--- config.mk ---
export PLATFORM = sky130hd
export DESIGN_NAME = fetch_unit_flat
export DESIGN_NICKNAME = d
export VERILOG_FILES = /design/src/rtl/fetch_unit_if.sv /design/src/rtl/fetch_unit.sv /design/src/flat_wrapper.sv
export SDC_FILE = /design/constraint.sdc
export NUM_CORES = 1
export LEC_CHECK = 0
export CORE_MARGIN = 5
export CORE_UTILIZATION = 35
export CTS_CLUSTER_DIAMETER = 120
export DETAILED_ROUTE_END_ITERATION = 7
export GPL_TIMING_DRIVEN = 0
export PLACE_DENSITY_LB_ADDON = 0.05
export SYNTH_ARGS = -nofsm -noshare
export SYNTH_HDL_FRONTEND = slang
export SYNTH_SLANG_ARGS = --single-unit
--- constraint.sdc ---
create_clock -name clk -period 6.5 [get_ports clk]
set_input_delay 0.975 -clock clk [delete_from_list [all_inputs] [get_ports clk]]
set_output_delay 0.975 -clock clk [all_outputs]
set_load 0.02 [all_outputs]
--- src/rtl/fetch_unit_if.sv ---
// ---------------------------------------------------------------------------
// fetch_unit_if
// Instruction-memory bus between the fetch unit and instruction memory.
//   imem_req_valid  : fetch request is being presented
//   imem_req_ready  : memory accepts the request this cycle
//   imem_addr       : fetch address, meaningful while imem_req_valid=1
//   imem_resp_valid : instruction data is being returned
//   imem_resp_data  : returned instruction word
// Modports: master = fetch unit side, slave = memory side.
// ---------------------------------------------------------------------------
interface fetch_unit_if #(
  parameter int DATA_WIDTH = 32
);
  logic                  imem_req_valid;
  logic                  imem_req_ready;
  logic [DATA_WIDTH-1:0] imem_addr;
  logic                  imem_resp_valid;
  logic [DATA_WIDTH-1:0] imem_resp_data;

  modport master (
    output imem_req_valid,
    output imem_addr,
    input  imem_req_ready,
    input  imem_resp_valid,
    input  imem_resp_data
  );

  modport slave (
    input  imem_req_valid,
    input  imem_addr,
    output imem_req_ready,
    output imem_resp_valid,
    output imem_resp_data
  );
endinterface

--- src/rtl/fetch_unit.sv ---
// ---------------------------------------------------------------------------
// fetch_unit
// Single-outstanding instruction fetch stage. Issues one request at a time to
// instruction memory, captures the returned word together with its PC and
// PC+4, and offers it to decode with a valid/ready handshake. A redirect from
// branch resolution overrides everything else and restarts fetch at the
// word-aligned target; a response already in flight is then dropped.
//   clk, rst        : clock, asynchronous active-high reset
//   imem            : instruction-memory bus (master modport)
//   redirect_valid  : redirect request, redirect_pc carries the target
//   F_valid/F_ready : handshake towards the fetch/decode pipeline register
//   F_instr         : fetched instruction
//   F_pc_out        : PC of F_instr
//   F_pc_out4       : PC of F_instr plus 4
// ---------------------------------------------------------------------------
module fetch_unit #(
  parameter int                    DATA_WIDTH = 32,
  parameter logic [DATA_WIDTH-1:0] RESET_PC   = '0
) (
  input  logic                  clk,
  input  logic                  rst,
  fetch_unit_if.master          imem,
  input  logic                  redirect_valid,
  input  logic [DATA_WIDTH-1:0] redirect_pc,
  output logic                  F_valid,
  input  logic                  F_ready,
  output logic [DATA_WIDTH-1:0] F_instr,
  output logic [DATA_WIDTH-1:0] F_pc_out,
  output logic [DATA_WIDTH-1:0] F_pc_out4
);

  typedef enum logic [1:0] {
    IDLE = 2'd0,
    REQ  = 2'd1,
    WAIT = 2'd2,
    HOLD = 2'd3
  } state_t;

  localparam logic [DATA_WIDTH-1:0] PC_STEP    = DATA_WIDTH'(4);
  localparam logic [DATA_WIDTH-1:0] ALIGN_MASK = ~DATA_WIDTH'(3);

  state_t                state, state_next;
  logic [DATA_WIDTH-1:0] pc, pc_next;
  logic                  discard, discard_next;
  logic                  capture;
  logic                  handshake;
  logic                  transfer;
  logic [DATA_WIDTH-1:0] redirect_target;

  assign redirect_target     = redirect_pc & ALIGN_MASK;
  assign imem.imem_req_valid = (state == REQ);
  assign imem.imem_addr      = pc;
  assign handshake           = imem.imem_req_valid && imem.imem_req_ready;
  // A redirect in HOLD must suppress the hand-off in the very same cycle.
  assign F_valid             = (state == HOLD) && !redirect_valid;
  assign transfer            = F_valid && F_ready;

  // Next-state logic. Redirect is tested first in every state so it wins over
  // handshakes, responses and transfers. The discard flag marks a request that
  // was accepted for a stale PC so its response is thrown away on arrival.
  always_comb begin
    state_next   = state;
    pc_next      = pc;
    discard_next = discard;
    capture      = 1'b0;
    unique case (state)
      IDLE: begin
        state_next = REQ;
        if (redirect_valid) pc_next = redirect_target;
      end
      REQ: begin
        if (redirect_valid) begin
          pc_next = redirect_target;
          if (handshake) begin
            state_next   = WAIT;
            discard_next = 1'b1;
          end
        end else if (handshake) begin
          state_next = WAIT;
        end
      end
      WAIT: begin
        if (redirect_valid) begin
          pc_next = redirect_target;
          if (imem.imem_resp_valid) begin
            state_next   = REQ;
            discard_next = 1'b0;
          end else begin
            discard_next = 1'b1;
          end
        end else if (imem.imem_resp_valid) begin
          if (discard) begin
            state_next   = REQ;
            discard_next = 1'b0;
          end else begin
            state_next = HOLD;
            capture    = 1'b1;
          end
        end
      end
      HOLD: begin
        if (redirect_valid) begin
          pc_next    = redirect_target;
          state_next = REQ;
        end else if (transfer) begin
          pc_next    = pc + PC_STEP;
          state_next = REQ;
        end
      end
      default: state_next = IDLE;
    endcase
  end

  always_ff @(posedge clk or posedge rst) begin
    if (rst) begin
      state     <= IDLE;
      pc        <= RESET_PC;
      discard   <= 1'b0;
      F_instr   <= '0;
      F_pc_out  <= '0;
      F_pc_out4 <= '0;
    end else begin
      state   <= state_next;
      pc      <= pc_next;
      discard <= discard_next;
      if (capture) begin
        F_instr   <= imem.imem_resp_data;
        F_pc_out  <= pc;
        F_pc_out4 <= pc + PC_STEP;
      end
    end
  end

endmodule

--- src/flat_wrapper.sv ---
// flat-port wrapper written by rule: the top's interface ports become plain ports
module fetch_unit_flat 
#(
  parameter int                    DATA_WIDTH = 32,
  parameter logic [DATA_WIDTH-1:0] RESET_PC   = '0
)
  (clk, rst, redirect_valid, redirect_pc, F_valid, F_ready, F_instr, F_pc_out, F_pc_out4, imem_imem_req_valid, imem_imem_addr, imem_imem_req_ready, imem_imem_resp_valid, imem_imem_resp_data);
  fetch_unit_if #(.DATA_WIDTH(DATA_WIDTH)) imem_i ();
  input  logic clk;
  input  logic rst;
  input  logic redirect_valid;
  input  logic [DATA_WIDTH-1:0] redirect_pc;
  output logic F_valid;
  input  logic F_ready;
  output logic [DATA_WIDTH-1:0] F_instr;
  output logic [DATA_WIDTH-1:0] F_pc_out;
  output logic [DATA_WIDTH-1:0] F_pc_out4;
  output wire logic [$bits(imem_i.imem_req_valid)-1:0] imem_imem_req_valid;
  output wire logic [$bits(imem_i.imem_addr)-1:0] imem_imem_addr;
  input wire logic [$bits(imem_i.imem_req_ready)-1:0] imem_imem_req_ready;
  input wire logic [$bits(imem_i.imem_resp_valid)-1:0] imem_imem_resp_valid;
  input wire logic [$bits(imem_i.imem_resp_data)-1:0] imem_imem_resp_data;
  assign imem_imem_req_valid = imem_i.imem_req_valid;
  assign imem_imem_addr = imem_i.imem_addr;
  assign imem_i.imem_req_ready = imem_imem_req_ready;
  assign imem_i.imem_resp_valid = imem_imem_resp_valid;
  assign imem_i.imem_resp_data = imem_imem_resp_data;
  fetch_unit #(.DATA_WIDTH(DATA_WIDTH), .RESET_PC(RESET_PC)) u_core (.clk(clk), .rst(rst), .imem(imem_i), .redirect_valid(redirect_valid), .redirect_pc(redirect_pc), .F_valid(F_valid), .F_ready(F_ready), .F_instr(F_instr), .F_pc_out(F_pc_out), .F_pc_out4(F_pc_out4));
endmodule
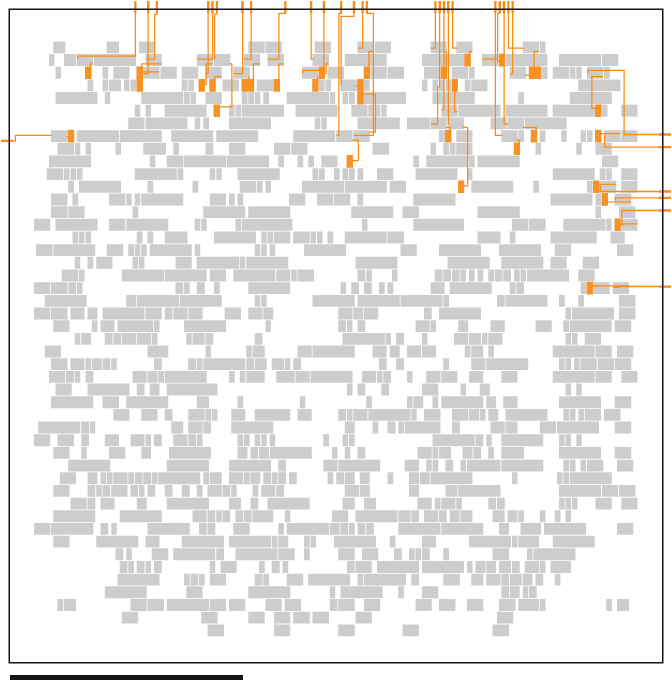
Fig. 1. Nets reached from selected ports.
Bar = 50 um.
imem_imem_resp_data -> orange  # bits 32, direction input, end cells 32, buffers 32, wire 698 um

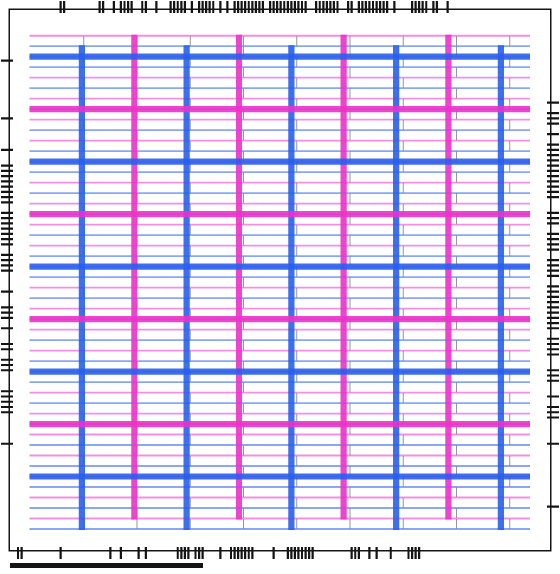
Fig. 2. PDN straps and rails.
Bar = 50 um. Pins as bars on the die edge. Tap cells in gray.
VSS -> blue
VDD -> magenta
tap cells = 220
met4 straps = 9
rows = 47
signal pins = 200

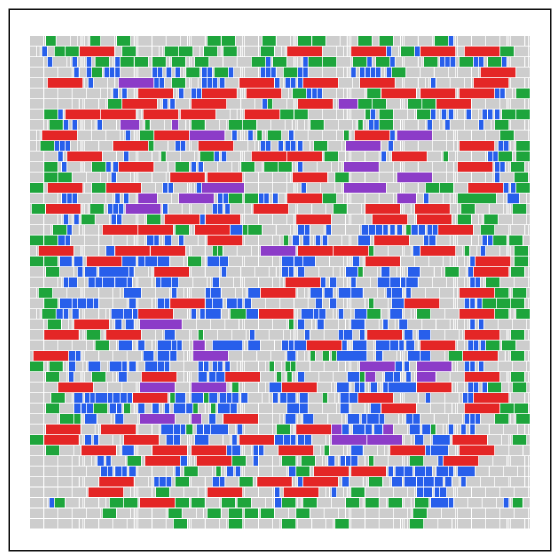
Fig. 3. Cells colored by class.
Fill, decap, tap and diode cells in gray.
remaining buffers and delay cells -> green  # cells 241, share of their area 25%
remaining logic cells -> blue  # cells 500, share of their area 30%
clock drivers and dummy loads -> purple  # cells 31, share of their area 7.4%
registers -> red  # cells 125, share of their area 37%

==> results.txt <==
Reports from this run.

- Among logic cells in the layout, the one with the most instances is sky130_fd_sc_hd__nand2_1.
- In this run the vertical extent of the chip is 140 um.
- CTS reports a maximum clock tree buffer depth of 2.
- The maximum achievable frequency is between 200 and 250 MHz.
- The initial antenna violation count reads 0.
- The via density per instance is ~5.
- The flow ran to the end, and the final reports show no timing, DRC or antenna violations.
- The routed length per placed instance is 17.9 um.
- The critical setup path kind is in -> out.
- The layout filler cell count is 1554.
- The highest cell delay on the worst timing path reads 0.72 ns.
- The startpoint kind of the worst setup timing path is a primary input.
- The clock H-tree reported by CTS has 4 levels.
- The largest net degree at the start of global routing is around 94.
- The pre-antenna-repair detailed-routing pass consisted of 5 iterations.
- The critical-path maximum fanout reads 10.
- The clock transition at the registers of the reported paths reads about 0.060 ns.
- The ratio of total power to cell area reads 459 nW/um^2.
- Looking at the cell usage after synthesis, the top flip-flop cell is sky130_fd_sc_hd__dfrtp_1.
- The summed negative setup slack over all endpoints reads 0 ns.
- The worst path meets setup with between 2 and 2.5 ns of slack.
- In this run the maximum-capacitance check reported violations numbering 0.
- The total via count after detailed routing is 5591.
- The netlist uses 49 different library cells.
- The dominant delay contributor by cell family on the critical path reads buffers and inverters.
- The final antenna diode count reads 0.
- The TritonCTS buffer count reads 17.
- The synthesized flop and latch total reads 125.
- By count the netlist is led by sky130_fd_sc_hd__nand2_1 (250), sky130_fd_sc_hd__dfrtp_1 (125), sky130_fd_sc_hd__o21ai_0 (44).
- The routed wire length reads 20000 um.
- The floorplan step defined a die boundary enclosing 19600 um^2.
- Of all flip-flops after synthesis, the portion carrying an async set or reset was 100%.
- For this run, the register share of the synthesized area comes to 52.9%.
- The count of library flops with an enable pin reads 0.
- The leakage component of the power was reported as 3.90 nW.
- After layout, the setup clock skew is reported as 0.00702 ns.
- The DRC marker count from the first detailed-route iteration reads approximately 280.
- The worst hold path terminates at u_core.F_instr[9].
- The worst-case setup slack after placement reads 2.25 ns.
- The critical path goes through clkdlybuf4s50_1, nand2b_1, clkbuf_1, inv_2, clkbuf_1, clkdlybuf4s50_1.
- The core footprint is 16600 um^2.
- The critical path contains buffers and inverters numbering 5 combined.
- According to the timing report, the arrival time at the worst endpoint equals 3.26 ns.
- The headroom to the max-slew limit reads 37.7%.
- The final routed DRC violation total reads 0.
- Port buffering added 191 buffers.
- The initial cell density of the core is 35.6%.
- At the worst endpoint, the required time is between 5 and 6 ns.
- The post-synthesis average cell area reads 8.83 um^2.
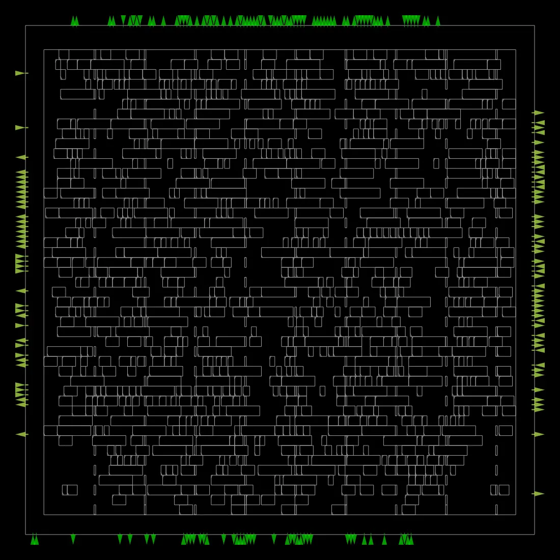
Fig. 4. Placed standard cells.
std cell rows: 47
flip-flops: 125
final cell count without fillers: 1117

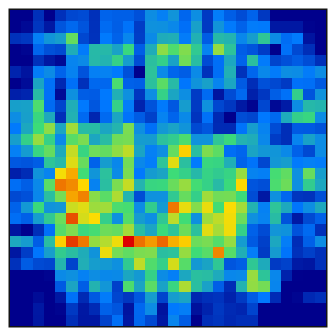
Fig. 5. Wiring heat map.
28 x 28 tiles, from dark blue (low) to red (high), scaled to the fullest tile. Values are wire area over tile area, all layers added.
tiles over half the peak = 17%
fullest tile = 0.55
nearly empty tiles = 8.5%

==> worst register-to-register path: cells and delay by family (launching register included) <==
family          cells  cell delay, ns
buf+inv             3            1.16
simple gates        2            0.46
flops               1            0.42
fa+ha+maj           1            0.24
compound gates      1            0.17
==> per-stage QoR <==
stage / utilization, % / total power, W / cells / instance area, um^2 / hold slack [ns]
finish: 52.9 / 0.00403 / 1117 / 8780 / 0.474
CTS: 52.9 / 0.00408 / 1117 / 8780 / 0.476
global route: 52.9 / 0.00426 / 1117 / 8780 / 0.496
floorplan: - / 0.00217 / 674 / 5930 / 0.524
detailed placement: 49.1 / 0.00306 / 1086 / 8150 / 0.461
global placement: 48.9 / 0.00303 / 1085 / 8120 / 0.459
==> logic make-up (layout without fill, tap and decap cells) <==
group	count (synthesis)	count (layout)	share of synthesized area [%]
AOI/OAI and AO/OA	125	125	13.1
xor gates and xnor gates	27	27	4.00
and+or+nand+nor	327	327	24.3
DFF	125	125	52.9
muxes	1	1	0.169
other	1	6	0.0635
adders and majority gates	5	5	1.06
buffers and inverters	58	281	4.30
==> state kept, by name, summed over array words and instances (netlist names) <==
name,count
u_core.state,2
u_core.imem.imem_addr,30
u_core.F_instr,32
u_core.discard,1
u_core.F_pc_out4,30
u_core.F_pc_out,30
==> per-layer routing <==
metal | part of all wire [%] | track usage, %
met1 | 42 | 26.0
met5 | 0 | 0
met4 | 2.8 | 8.06
met2 | 48 | 33.5
met3 | 7.2 | 5.21
==> layout make-up <==
class,instances,area [um^2],area share (%)
clock inverters,9,134,1.53
multi-input cells,491,2550,29.0
inverters,9,38.8,0.442
flip-flops and latches,125,3130,35.6
well taps,220,275,3.14
plain buffers,49,220,2.51
clock buffers,22,494,5.63
repair buffers,192,1940,22.1
==> worst max path at each step <==
stage                          end  slack (ns)           start  cells after the start
2_1_floorplan    u_core.F_instr[0]        2.20             rst                      1
3_3_place_gp   u_core.F_pc_out4[8]        0.25             rst                      2
3_5_place_dp               F_valid        2.25  redirect_valid                      6
4_1_cts                    F_valid        2.25  redirect_valid                      6
5_1_grt                    F_valid        2.17  redirect_valid                      6
6_report                   F_valid        2.26  redirect_valid                      6
==> power groups by stage <==
stage | clock (W) | sequential [W] | combinational (W)
final | 0.00100 | 0.00133 | 0.00170
after global routing | 0.00105 | 0.00138 | 0.00182
after CTS | 0.00102 | 0.00133 | 0.00172
after detailed placement | 0 | 0.00134 | 0.00171
after global placement | 0 | 0.00134 | 0.00169
after floorplan | 0 | 0.00167 | 0.000503
No activity file was given, so power comes from the tool's default toggle rates.
